**config.mk**
```make
export PLATFORM = sky130hd
export DESIGN_NAME = lfsr
export DESIGN_NICKNAME = d
export VERILOG_FILES = /design/src/rtl/lfsr.sv
export SDC_FILE = /design/constraint.sdc
export NUM_CORES = 1
export LEC_CHECK = 0
export CORE_UTILIZATION = 41
export DETAILED_ROUTE_END_ITERATION = 8
export PLACE_DENSITY = 0.81
export SYNTH_ARGS = -nofsm -noshare
export SYNTH_HDL_FRONTEND = slang
export SYNTH_SLANG_ARGS = --single-unit
export TNS_END_PERCENT = 30
```
**constraint.sdc**
```tcl
create_clock -name clk -period 1.15 [get_ports clk]
set_clock_uncertainty 0.05 [all_clocks]
set_input_delay 0.345 -clock clk [delete_from_list [all_inputs] [get_ports clk]]
set_output_delay 0.345 -clock clk [all_outputs]
set_load 0.03 [all_outputs]
```
**src/rtl/lfsr.sv**
```systemverilog
// Free-running Fibonacci LFSR: left shift, XOR-of-taps feedback enters at the LSB.
// Optional macro LFSR_LOCKUP_GUARD_EN forces the all-zero state back to 1.
module lfsr #(
    parameter int unsigned WIDTH = 32,
    parameter logic [63:0] SEED  = 64'h0000_0000_0000_0001,
    parameter logic [63:0] TAPS  = 64'h0000_0000_8020_0003
) (
    input  logic             clk,
    input  logic             rst,
    output logic [WIDTH-1:0] out
);

    localparam logic [WIDTH-1:0] seed_w = SEED[WIDTH-1:0];
    localparam logic [WIDTH-1:0] taps_w = TAPS[WIDTH-1:0];

    // Configuration errors are caught at elaboration.
    if (WIDTH < 2 || WIDTH > 64) begin : g_bad_width
        $error("lfsr: WIDTH=%0d outside legal range 2..64", WIDTH);
    end
    if (taps_w[WIDTH-1] == 1'b0) begin : g_bad_taps
        $error("lfsr: TAPS must have bit WIDTH-1 set");
    end

    logic [WIDTH-1:0] state;
    logic [WIDTH-1:0] shifted;
    logic [WIDTH-1:0] next_state;
    logic             fb;

`ifdef LFSR_LOCKUP_GUARD_EN
    logic zero_det;
`endif

    always_comb begin
        fb         = ^(state & taps_w);
        shifted    = {state[WIDTH-2:0], fb};
        next_state = shifted;
`ifdef LFSR_LOCKUP_GUARD_EN
        // All-zero is absorbing under XOR feedback; kick it back to 1.
        zero_det = (state == '0);
        if (zero_det) begin
            next_state = WIDTH'(1);
        end
`endif
    end

    always_ff @(posedge clk) begin
        if (rst) begin
            state <= seed_w;
        end else begin
            state <= next_state;
        end
    end

    assign out = state;

endmodule

```
gate_families.png
(12 px per um)
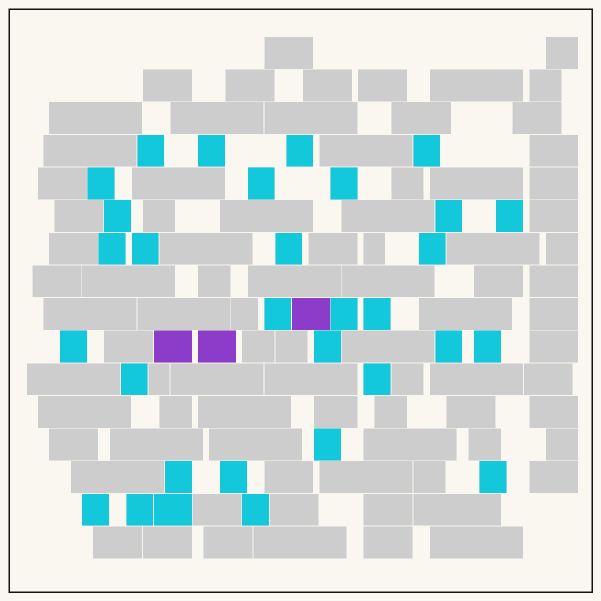
NOR gates -> cyan  # cells 31, most used nor2b_1
XOR/XNOR gates -> purple  # cells 3, most used xor2_1

wire_density.png
(8 px per um) 10 x 10 tiles, from white (low) to dark blue (high), scaled to the fullest tile. Values are wire area over tile area, all layers added.
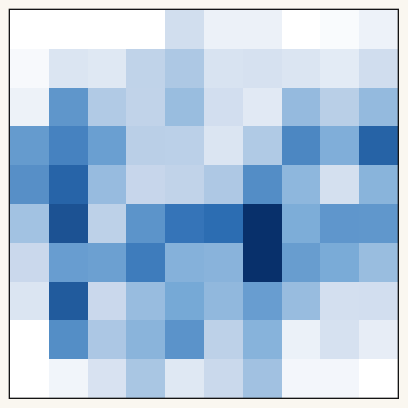
tiles over half the peak = 26%
nearly empty tiles = 8.0%
fullest tile = 0.32
mean over tiles = 0.11

==> GITHUB_STEP_SUMMARY <==
### Flow metrics

| Metric | Value |
|---|---|
| Sw frac | `23.0%` |
| Remaining DRCs | `0` |
| Hold path cells | `1` |
| Startpoint types | `flop` |
| Power share of the combinational group | `7.0%` |
| Largest net degree at the start of global routing | `33` |
| Setup-failing EPs final | `32` |
| Post-route setup slack | `-52.9 ps` |
| Largest power group | `registers` |
| Max-Cap Viols | `0` |
| First-pass GRT wire length | `2710 um` |
| Total Power | `0.00193 W` |
| Final worst path period share | `105%` |
| DR vias | `611` |
| Synth Seq Share | `72.4%` |
| CTS-repair resized insts | `64` |
| Reg clk slew, reported paths | `100 ps` |
| Leak | `0.657 nW` |
| Status | `finished with violations` |
| Mux share of post-synthesis cell area | `0%` |
| Fill cells | `147` |
| Registers | `32` |
| Met3 routed WL | `98 um` |
| Worst Tran Pin Value | `176 ps` |
| Failing checks | `setup timing` |
| Vias per cell | `4.21` |
| Pre-CTS setup slack | `-136 ps` |
| # clock sinks | `32` |
| Dpl hpwl | `1000 um` |
| Hold Vio Cnt, Final | `0` |
| Average size of a mapped cell | `12.6 um^2` |
| Bufs w/o clock | `43` |
| 1st-iter DRT viols | `1` |
| Routability cong. | `0.652` |
| XOR/XNOR Fraction of Synth Area | `2.97%` |
| Grt peak-use layer | `met2` |
| Global-route met3 utilization | `7.55%` |
| Layout cell share with drive strength beyond 1 | `70.3%` |
| Psw | `0.000443 W` |
| Slew headroom | `88.2%` |
zoom.png
Window x 9 to 39, y 0 to 30 um. Cells in gray, sequential cells in the stronger gray; small squares are vias.
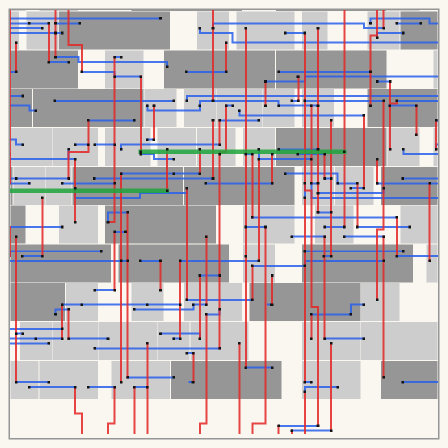
met2 -> red
met1 -> blue
met3 -> green
sequential cells in the window = 17
netlist names of flops here include = out (17)
most frequent = dfxtp_2 (17), nor2b_1 (15), buf_6 (10)
cells with their middle in the window = 58

Power is estimated from default activity; no workload was simulated.
